Sequential cells grouped by signal name:
Drawn at 2 px/µm.
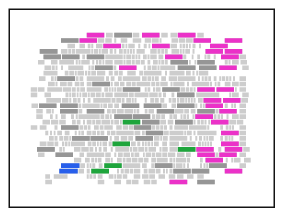
M3 wires:
Drawn at 2 px/µm. Cells faint in the background.
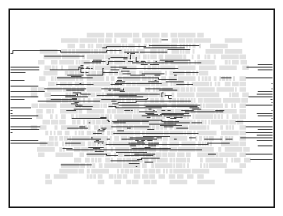
[src/rtl/number_reduce_seq_if.sv]
// Stream bundle for number_reduce_seq: beat input channel and result output channel.
// Both channels use valid/ready: a transfer happens on a rising edge where valid and ready are both 1.
interface number_reduce_seq_if #(
  parameter int N         = 32,
  parameter int MAX_WORDS = 16
);
  localparam int CW = $clog2(MAX_WORDS) + 1;

  logic          in_valid;
  logic          in_ready;
  logic [N-1:0]  in_data;
  logic          in_last;
  logic [1:0]    mode;
  logic          out_valid;
  logic          out_ready;
  logic [N-1:0]  out_bits;
  logic          out_bit;
  logic [CW-1:0] out_count;
  logic          out_trunc;

  modport slave (
    input  in_valid, in_data, in_last, mode, out_ready,
    output in_ready, out_valid, out_bits, out_bit, out_count, out_trunc
  );

  modport master (
    output in_valid, in_data, in_last, mode, out_ready,
    input  in_ready, out_valid, out_bits, out_bit, out_count, out_trunc
  );
endinterface

[src/rtl/number_reduce_seq.sv]
// Bitwise OR/AND/XOR reduction of a frame of beats into one registered result.
// Optional macro NUMBER_REDUCE_XOR_EN enables XOR for mode 2'b10 (otherwise it acts as OR).
module number_reduce_seq #(
  parameter int N         = 32,
  parameter int MAX_WORDS = 16
) (
  input  logic               clk,
  input  logic               rst_n,
  number_reduce_seq_if.slave bus,
  output logic [1:0]         state_dbg
);
  localparam int CW = $clog2(MAX_WORDS) + 1;

  typedef enum logic [1:0] {
    S_IDLE  = 2'd0,
    S_ACCUM = 2'd1,
    S_DONE  = 2'd2
  } state_t;

  typedef enum logic [1:0] {
    OP_OR  = 2'd0,
    OP_AND = 2'd1,
    OP_XOR = 2'd2
  } op_t;

  function automatic op_t decode_op(input logic [1:0] m);
    case (m)
      2'b01:   return OP_AND;
`ifdef NUMBER_REDUCE_XOR_EN
      2'b10:   return OP_XOR;
`endif
      default: return OP_OR;
    endcase
  endfunction

  function automatic logic [N-1:0] combine(input op_t op, input logic [N-1:0] a,
                                           input logic [N-1:0] b);
    case (op)
      OP_AND:  return a & b;
`ifdef NUMBER_REDUCE_XOR_EN
      OP_XOR:  return a ^ b;
`endif
      default: return a | b;
    endcase
  endfunction

  function automatic logic reduce(input op_t op, input logic [N-1:0] v);
    case (op)
      OP_AND:  return &v;
`ifdef NUMBER_REDUCE_XOR_EN
      OP_XOR:  return ^v;
`endif
      default: return |v;
    endcase
  endfunction

  state_t        state, state_next;
  op_t           op_q, op_cur;
  logic [N-1:0]  acc, acc_next;
  logic [CW-1:0] cnt, cnt_next;
  logic          first, accept, hit_max, close_frame, drain;

  // The first beat of a frame is taken from IDLE; its mode governs the whole frame.
  assign first       = (state == S_IDLE);
  assign accept      = bus.in_valid && bus.in_ready;
  assign op_cur      = first ? decode_op(bus.mode) : op_q;
  assign acc_next    = first ? bus.in_data : combine(op_cur, acc, bus.in_data);
  assign cnt_next    = first ? CW'(1) : cnt + CW'(1);
  assign hit_max     = (cnt_next == CW'(MAX_WORDS));
  assign close_frame = accept && (bus.in_last || hit_max);
  assign drain       = (state == S_DONE) && bus.out_valid && bus.out_ready;
  assign state_dbg   = state;

  always_ff @(posedge clk or negedge rst_n) begin
    if (!rst_n) state <= S_IDLE;
    else        state <= state_next;
  end

  always_comb begin
    state_next   = state;
    bus.in_ready = (state != S_DONE);
    case (state)
      S_IDLE:  if (accept) state_next = bus.in_last ? S_DONE : S_ACCUM;
      S_ACCUM: if (close_frame) state_next = S_DONE;
      S_DONE:  if (drain) state_next = S_IDLE;
      default: state_next = S_IDLE;
    endcase
  end

  // Result registers are loaded from the closing beat's next-state values, giving latency 1.
  always_ff @(posedge clk or negedge rst_n) begin
    if (!rst_n) begin
      acc           <= '0;
      cnt           <= '0;
      op_q          <= OP_OR;
      bus.out_valid <= 1'b0;
      bus.out_bits  <= '0;
      bus.out_bit   <= 1'b0;
      bus.out_count <= '0;
      bus.out_trunc <= 1'b0;
    end else begin
      if (accept) begin
        acc <= acc_next;
        cnt <= cnt_next;
        if (first) op_q <= op_cur;
      end
      if (close_frame) begin
        bus.out_valid <= 1'b1;
        bus.out_bits  <= acc_next;
        bus.out_bit   <= reduce(op_cur, acc_next);
        bus.out_count <= cnt_next;
        bus.out_trunc <= hit_max && !bus.in_last;
      end
      if (drain) begin
        acc           <= '0;
        cnt           <= '0;
        op_q          <= OP_OR;
        bus.out_valid <= 1'b0;
        bus.out_bits  <= '0;
        bus.out_bit   <= 1'b0;
        bus.out_count <= '0;
        bus.out_trunc <= 1'b0;
      end
    end
  end
endmodule

[src/flat_wrapper.sv]
// flat-port wrapper written by rule: the top's interface ports become plain ports
module number_reduce_seq_flat 
#(
  parameter int N         = 32,
  parameter int MAX_WORDS = 16
)
  (clk, rst_n, state_dbg, bus_in_valid, bus_in_data, bus_in_last, bus_mode, bus_out_ready, bus_in_ready, bus_out_valid, bus_out_bits, bus_out_bit, bus_out_count, bus_out_trunc);
  number_reduce_seq_if #(.N(N), .MAX_WORDS(MAX_WORDS)) bus_i ();
  input  logic clk;
  input  logic rst_n;
  output logic [1:0] state_dbg;
  input wire logic [$bits(bus_i.in_valid)-1:0] bus_in_valid;
  input wire logic [$bits(bus_i.in_data)-1:0] bus_in_data;
  input wire logic [$bits(bus_i.in_last)-1:0] bus_in_last;
  input wire logic [$bits(bus_i.mode)-1:0] bus_mode;
  input wire logic [$bits(bus_i.out_ready)-1:0] bus_out_ready;
  output wire logic [$bits(bus_i.in_ready)-1:0] bus_in_ready;
  output wire logic [$bits(bus_i.out_valid)-1:0] bus_out_valid;
  output wire logic [$bits(bus_i.out_bits)-1:0] bus_out_bits;
  output wire logic [$bits(bus_i.out_bit)-1:0] bus_out_bit;
  output wire logic [$bits(bus_i.out_count)-1:0] bus_out_count;
  output wire logic [$bits(bus_i.out_trunc)-1:0] bus_out_trunc;
  assign bus_i.in_valid = bus_in_valid;
  assign bus_i.in_data = bus_in_data;
  assign bus_i.in_last = bus_in_last;
  assign bus_i.mode = bus_mode;
  assign bus_i.out_ready = bus_out_ready;
  assign bus_in_ready = bus_i.in_ready;
  assign bus_out_valid = bus_i.out_valid;
  assign bus_out_bits = bus_i.out_bits;
  assign bus_out_bit = bus_i.out_bit;
  assign bus_out_count = bus_i.out_count;
  assign bus_out_trunc = bus_i.out_trunc;
  number_reduce_seq #(.N(N), .MAX_WORDS(MAX_WORDS)) u_core (.clk(clk), .rst_n(rst_n), .bus(bus_i), .state_dbg(state_dbg));
endmodule
[config.mk]
export PLATFORM = sky130hd
export DESIGN_NAME = number_reduce_seq_flat
export DESIGN_NICKNAME = d
export VERILOG_FILES = /design/src/rtl/number_reduce_seq_if.sv /design/src/rtl/number_reduce_seq.sv /design/src/flat_wrapper.sv
export SDC_FILE = /design/constraint.sdc
export NUM_CORES = 1
export LEC_CHECK = 0
export CORE_ASPECT_RATIO = 0.7
export CORE_MARGIN = 10
export CORE_UTILIZATION = 47
export CTS_CLUSTER_DIAMETER = 150
export CTS_CLUSTER_SIZE = 12
export DETAILED_ROUTE_END_ITERATION = 8
export PLACE_DENSITY = 0.79
export SLEW_MARGIN = 30
export SYNTH_ARGS = -nofsm -noshare
export SYNTH_HDL_FRONTEND = slang
export SYNTH_SLANG_ARGS = --single-unit
[constraint.sdc]
create_clock -name clk -period 1.95 [get_ports clk]
set_clock_uncertainty 0.15 [all_clocks]
set_input_delay 0.195 -clock clk [delete_from_list [all_inputs] [get_ports clk]]
set_output_delay 0.195 -clock clk [all_outputs]
set_load 0.05 [all_outputs]
==> qor.yml <==
outcome: "complete, but fails checks"
violations: "setup timing"
post-route-worst-setup-slack_ns: -0.3911
openroad.warnings: 29
total_power_w: 0.01017
number_of_antenna_violations_at_the_first_check_in_global_routing: 0
dp_slack_ns: -0.2955
timing.hold.worst.class: "primary input to async pin"
worstPathRequired_ns: 2.02
clock_power_share: 0.177
top_cells_by_area: "sky130_fd_sc_hd__dfrtp_1 49%, sky130_fd_sc_hd__nand2_1 12%, sky130_fd_sc_hd__a21oi_1 8.3%"
rsz0062_at_grt: "true"
maxSlewViolCount: 0
largest_net_degree_at_the_start_of_global_routing: 82
yosys.cell_count.top_type: "sky130_fd_sc_hd__nand2_1"
number_of_global_route_vias_before_repair: 4285
maxSlewHeadroom: 0.6418
highest-signal-layer: "met4"
htree_num_levels: 3
io_buffer_count: 81
post_cts_resize_count: 34
gr-max-usage-layer: "met2"
postSynthCellCount: 498
largestPowerGroup: "combinational logic"
globalplace.congestion: 0.9293
comb_group_w: 0.00549
synth_sequential_area_ratio: 0.4935
share_comb_of_total_power: 0.540
netlist-cell-type-count: 38
period_minus_slack_ns: 2.341
average_vias_per_placed_instance: 6.020
crit_fanout: 7
drt.antenna.violating_nets: 0
timing_worst_setup_path_type: "flop to flop"
met2_usage: 0.3283
final-setup-viol-count: 41
worst_skew_pair.late_latency_ns: 0.34
crit_path_end: "u_core.bus.out_bit"
layout.area.seq_um2: 2029
gr-total-overflow: 0
clock_tree.buffer_depth: 2
p_sw_frac: 0.4529
path_delay_family: "simple AND/OR/NAND/NOR gates"
post_route_cells_drive_above_1_share: 0.2804
flop_cell: "sky130_fd_sc_hd__dfrtp_1"
detailed_place.area_um2: 5650
min_period_over_period: 1.201
synth.cell_area_um2: 4108
cts.hold.buffers_added: 1
cell_count_of_the_worst_reg_to_reg_path: 8
ys_async_sr_fraction: 1.000
setup.worst_path.start: "u_core.state_dbg[0]"
most-common-layout-cells: "134 x sky130_fd_sc_hd__nand2_1, 79 x sky130_fd_sc_hd__dfrtp_1, 76 x sky130_fd_sc_hd__clkdlybuf4s50_1, 76 x sky130_fd_sc_hd__buf_4, 66 x sky130_fd_sc_hd__a21oi_1"
detail_route.first_pass.iterations: 5
final_cell_count_no_fill: 769
crit_slowest_cell: "sky130_fd_sc_hd__dfrtp_2"
power_leakage_nw: 2.728
irDropWorstVdd_mv: 0.6444
fillCellCount: 556
detail_route.wirelength.met1_um: 6273
wl_met2_um: 6941
clock_sinks: 81
power.switching_w: 0.004603
final_cell_area_um2: 6442
p_clk_w: 0.00180
placed_cells_incl_taps: 737
area_delta_synth_final_pct: 56.84
r2r-start: "u_core.state_dbg[0]"
grtUsageMet1: 0.3002
## Picture notes: 'sequential cells grouped by signal name'
[green] u_core.cnt | sequential cells: 5
[blue] u_core.state_dbg | sequential cells: 2
[magenta] u_core.bus.out_bits | sequential cells: 32
not coloured: 42
utilization after layout: 0.7599
sequential fraction of total cell area: 0.3150

## Picture notes: 'M3 wires'
wire length on this layer: 2110 µm
main direction: horizontal
nets with wire on the layer: 171
share of all routed wire: 13%
met3 usage: 0.07728
number of vias in the routed layout: 4629
total routed wirelength: 15760 µm

-- area by class of cell --
cell class / count / area share
tap: 120 / 0.02331
timing repair buffer: 174 / 0.2709
sequential: 81 / 0.3150
multi-input combinational: 375 / 0.3405
inverter: 3 / 0.001748
clock buffer: 10 / 0.03709
clock inverter: 6 / 0.01146
-- cells by family after synthesis --
group | after synthesis | share of synthesized area
AOI/OAI and AO/OA | 119 | 0.1721
xor gates and xnor gates | 3 | 0.006398
adders and majority gates | 1 | 0.003046
buffers and inverters | 43 | 0.05818
DFF | 81 | 0.4935
and+or+nand+nor | 251 | 0.2668
